**src/rtl/timer_pkg.sv**
```systemverilog
// Shared definitions for the microwave timer input stage: key widths,
// keypad FSM encoding and the one-hot keypad decoder.
package timer_pkg;

    localparam int BCD_W = 4;
    localparam int NKEYS = 10;

    typedef enum logic [1:0] {
        ST_IDLE,
        ST_DEBOUNCE,
        ST_LOAD,
        ST_WAIT_RELEASE
    } state_t;

    typedef struct packed {
        logic             valid;
        logic             multi;
        logic [BCD_W-1:0] code;
    } key_t;

    // Exactly one bit set gives its index; zero or several bits give code 0.
    function automatic key_t onehot_to_bcd(input logic [NKEYS-1:0] keys);
        key_t r;
        int   n;
        r = '0;
        n = 0;
        for (int i = 0; i < NKEYS; i++) begin
            if (keys[i]) begin
                n++;
                r.code = BCD_W'(i);
            end
        end
        r.valid = (n == 1);
        r.multi = (n > 1);
        if (!r.valid) r.code = '0;
        return r;
    endfunction

endpackage

```
**src/rtl/clock_divider.sv**
```systemverilog
// Free-running divider producing a 50% duty square wave of CLK_DIV cycles.
module clock_divider #(
    parameter int CLK_DIV = 100
) (
    input  logic clock,
    input  logic clearn,
    output logic pgt_1Hz
);

    localparam int W = $clog2(CLK_DIV);

    logic [W-1:0] r_cnt;

    always_ff @(posedge clock or negedge clearn) begin
        if (!clearn) begin
            r_cnt   <= '0;
            pgt_1Hz <= 1'b0;
        end else begin
            if (r_cnt == W'(CLK_DIV - 1)) r_cnt <= '0;
            else                          r_cnt <= r_cnt + 1'b1;
            if (r_cnt == W'(CLK_DIV / 2 - 1) || r_cnt == W'(CLK_DIV - 1))
                pgt_1Hz <= ~pgt_1Hz;
        end
    end

endmodule

```
**src/rtl/timer_keypad_entry.sv**
```systemverilog
// Keypad front end: debounces the one-hot keypad, shifts accepted BCD digits
// into the entry register with a one-cycle loadn strobe, and divides the 1Hz tick.
module timer_keypad_entry
    import timer_pkg::*;
#(
    parameter int NDIGITS  = 4,
    parameter int DEBOUNCE = 4,
    parameter int CLK_DIV  = 100
) (
    input  logic                           clock,
    input  logic                           clearn,
    input  logic [NKEYS-1:0]               teclado,
    input  logic                           enablen,
    input  logic                           clear_entry,
    output logic [BCD_W-1:0]               D,
    output logic                           loadn,
    output logic [BCD_W*NDIGITS-1:0]       digits,
    output logic [$clog2(NDIGITS+1)-1:0]   count,
    output logic                           key_err,
    output logic                           pgt_1Hz
);

    localparam int CNT_W = $clog2(DEBOUNCE + 1);
    localparam int CW    = $clog2(NDIGITS + 1);
    localparam int DW    = BCD_W * NDIGITS;

    state_t           r_state;
    logic [CNT_W-1:0] r_cnt;
    logic [BCD_W-1:0] r_code;

    key_t             w_key;
    logic             w_load;
    logic [DW-1:0]    w_shifted;
    logic [CW-1:0]    w_count_next;

    assign w_key        = onehot_to_bcd(teclado);
    assign w_count_next = (count == CW'(NDIGITS)) ? count : count + 1'b1;

    // A load fires on the edge that completes the debounce run.
    assign w_load = !enablen && w_key.valid &&
                    ((r_state == ST_IDLE && DEBOUNCE == 1) ||
                     (r_state == ST_DEBOUNCE && w_key.code == r_code &&
                      r_cnt == CNT_W'(DEBOUNCE - 1)));

    always_comb begin
        w_shifted = '0;
        w_shifted[BCD_W-1:0] = w_key.code;
        for (int i = 1; i < NDIGITS; i++)
            w_shifted[i*BCD_W +: BCD_W] = digits[(i-1)*BCD_W +: BCD_W];
    end

    always_ff @(posedge clock or negedge clearn) begin
        if (!clearn) begin
            r_state <= ST_IDLE;
            r_cnt   <= '0;
            r_code  <= '0;
            D       <= '0;
            loadn   <= 1'b1;
            digits  <= '0;
            count   <= '0;
            key_err <= 1'b0;
        end else begin
            loadn   <= 1'b1;
            key_err <= 1'b0;
            case (r_state)
                ST_IDLE: begin
                    if (!enablen) begin
                        if (w_key.valid) begin
                            r_state <= w_load ? ST_LOAD : ST_DEBOUNCE;
                            r_cnt   <= CNT_W'(1);
                            r_code  <= w_key.code;
                        end else if (w_key.multi) begin
                            key_err <= 1'b1;
                            r_state <= ST_WAIT_RELEASE;
                        end
                    end
                end
                ST_DEBOUNCE: begin
                    if (enablen) begin
                        r_state <= ST_IDLE;
                    end else if (w_key.multi) begin
                        key_err <= 1'b1;
                        r_state <= ST_WAIT_RELEASE;
                    end else if (!w_key.valid) begin
                        r_state <= ST_IDLE;
                    end else if (w_key.code == r_code) begin
                        if (w_load) r_state <= ST_LOAD;
                        else        r_cnt   <= r_cnt + 1'b1;
                    end else begin
                        r_cnt  <= CNT_W'(1);
                        r_code <= w_key.code;
                    end
                end
                ST_LOAD: r_state <= ST_WAIT_RELEASE;
                ST_WAIT_RELEASE: begin
                    if (teclado == '0) r_state <= ST_IDLE;
                end
                default: r_state <= ST_IDLE;
            endcase

            if (w_load) begin
                loadn <= 1'b0;
                D     <= w_key.code;
            end
            // A clear wins over a same-cycle load; the strobe and D still go out.
            if (clear_entry) begin
                digits <= '0;
                count  <= '0;
            end else if (w_load) begin
                digits <= w_shifted;
                count  <= w_count_next;
            end
        end
    end

    clock_divider #(.CLK_DIV(CLK_DIV)) u_div (
        .clock   (clock),
        .clearn  (clearn),
        .pgt_1Hz (pgt_1Hz)
    );

endmodule
```
**config.mk**
```make
export PLATFORM = sky130hd
export DESIGN_NAME = timer_keypad_entry
export DESIGN_NICKNAME = d
export VERILOG_FILES = /design/src/rtl/timer_pkg.sv /design/src/rtl/clock_divider.sv /design/src/rtl/timer_keypad_entry.sv
export SDC_FILE = /design/constraint.sdc
export NUM_CORES = 1
export LEC_CHECK = 0
export ABC_AREA = 1
export CELL_PAD_IN_SITES_DETAIL_PLACEMENT = 0
export CELL_PAD_IN_SITES_GLOBAL_PLACEMENT = 2
export CORE_MARGIN = 1
export CORE_UTILIZATION = 28
export DETAILED_ROUTE_END_ITERATION = 10
export PLACE_DENSITY_LB_ADDON = 0.1
export REMOVE_ABC_BUFFERS = 1
export SYNTH_ARGS = -nofsm -noshare
export SYNTH_HDL_FRONTEND = slang
export SYNTH_HIERARCHICAL = 1
export SYNTH_SLANG_ARGS = --single-unit
```
**constraint.sdc**
```tcl
create_clock -name clock -period 1.5 [get_ports clock]
set_input_delay 0.3 -clock clock [delete_from_list [all_inputs] [get_ports clock]]
set_output_delay 0.3 -clock clock [all_outputs]
set_load 0.02 [all_outputs]
```
### Where the registers sit

Other sequential cells in the stronger grey, the rest of the logic in the fainter grey.
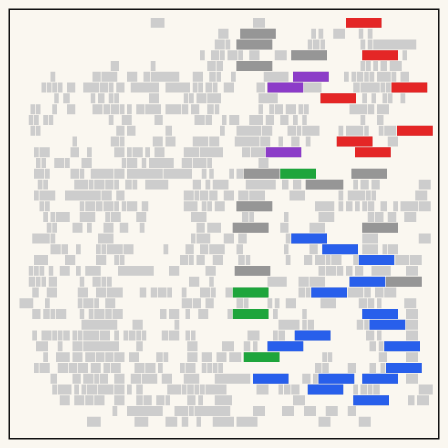
netlist name	colour	placed flops
r_cnt	purple	3
D	green	4
digits	blue	16
u_div/r_cnt	red	7
Seq. pwr: 1.32 mW
fin util: 46.69%

### Logic cells by family

Scale bar: 20 um.
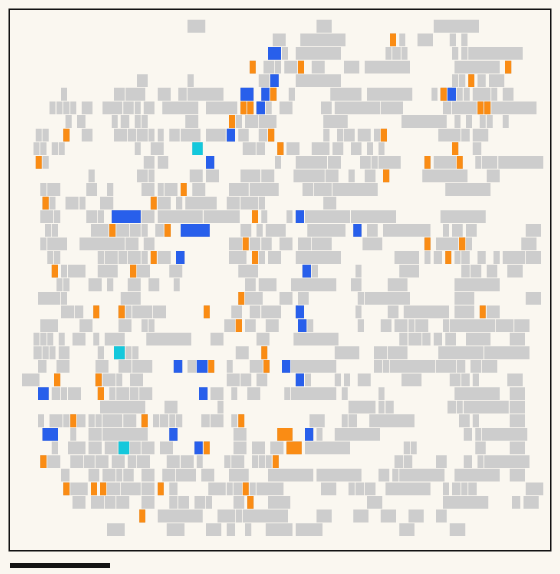
family	colour	cells	most used
inv cells	orange	62	inv_1
and/or cells	cyan	3	or2_2
aoi and oai cells	blue	26	o21ai_1
post-route insts no fill: 759
Comb/total area: 44.77%

==> flow_metrics.tcl <==
# yosys + openroad results
set metrics [dict create \
    status "finished with violations" \
    violations "negative setup slack" \
    p_comb_share_pct 53.9 \
    crit_path_end_kind "flip-flop" \
    synthAoiAreaFrac_pct 4.377 \
    syn_to_final_growth_pct 61.68 \
    fillCellCount 1119 \
    detail_route.first_pass.iterations 4 \
    cp_max_fo 7 \
    num_rows 38 \
    die_height_um 108.0 \
    largest_reg_flops 16 \
    grt_max_degree 20 \
    power.switching_mw 1.803 \
    worst_r2r_startpoint "r_state[1]$_DFFE_PN0P_" \
    clk_share_pct 2.092 \
    post-route-period-util_pct 296.3 \
    buf_share_pct 24.22 \
    maxCapViolations 0 \
    worst_slew_pin_slew_ps 434.8 \
    cpPeakStageDelay_ps 290 \
    top_layer_used "met4" \
    drc_errors 0 \
    powerDensity_mw_per_mm2 937.8 \
    syn_avg_cell_area_um2 6.747 \
    max_freq_mhz 225.0 \
    drv_slew 0 \
    die_area_mm2 0.01166 \
    regMostFlops "digits" \
    grt_pass1_vias 3351 \
    sh_seq_area_pct 20.70 \
    power_frac_clock_pct 18.5 \
    yosysTopAreaCell "dfrtp_1" \
    drt-met1-wl_um 3880 \
    fin_area_mm2 0.005084 \
    maxPowerGroup "combinational cells" \
    syn-cell-area_mm2 0.003144 \
    p_int_mw 2.964 \
    ff_type "dfrtp_1" \
    crit_top_cell "nand2_2" \
    gp_congestion 0.7742 \
    path_depth 34 \
    rsz0062_at_grt "yes" \
    placed_area_mm2 0.004332 \
    die_w_um 108.0 \
    pre_cts_ws_ps -4382 \
    final-setup-viol-count 34 \
    gr-max-usage-layer "met2" \
    edf_count 0 \
    yosys.cell_count.top_type "nand2_1" \
    grt_use_met3_pct 1.929 \
    leakage_nw 2.711 \
    clk_pin_slew_ps 80 \
    required_ps 1740 \
    comb_cells 358 \
    coreArea_mm2 0.01089 \
    finalWorstSetupSlack_ps -2945 \
    syn_inst 466 \
    signal_buffers 149 \
    crit_slowest_cell "ha_4" \
    synthTopCellsByCount "nand2_1 (165), inv_1 (58), nand3_1 (56)" \
    reg2reg_to "digits[8]$_DFFE_PN0P_" \
    wl_per_cell_um 11.19 \
    drt_iter0_markers 150 \
    ctsLongestPathBuffers 2 \
    path_class "input port to flip-flop" \
    antenna_found_initial 0 \
    hold_viol_final 0 \
    async_flop_share_pct 100.0 \
    ctsResizeCount 124 \
    synth-cells-yosys 466 \
    cts-buffers-inserted 5 \
    ys_ff 42 \
    reg2reg_depth 8 \
    dr_wl_met2_um 4362 \
    p_seq_share_pct 27.7 \
    fp-utilization_pct 28.88 \
    mux_share_pct 0 \
    inv_count 62 \
    crit_start "teclado[1]" \
    io_buffer_count 39 \
    holdWs_ps 472.9 \
    p_total_mw 4.768 \
    fin_nets 648 \
    ys_sh_simple_pct 45.96 \
    vias 3348 \
    comb_area_mm2 0.002276 \
]
### The clock network

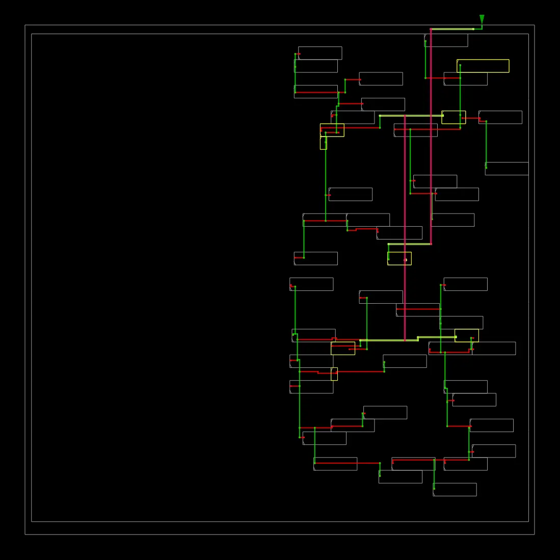
Layout Skew: 10.38 ps
Clock Latency Late Sink: 300 ps
CLK BUF: 7
total clock sinks: 42

Power figures rest on the tool's default switching activity, not on a simulated workload.
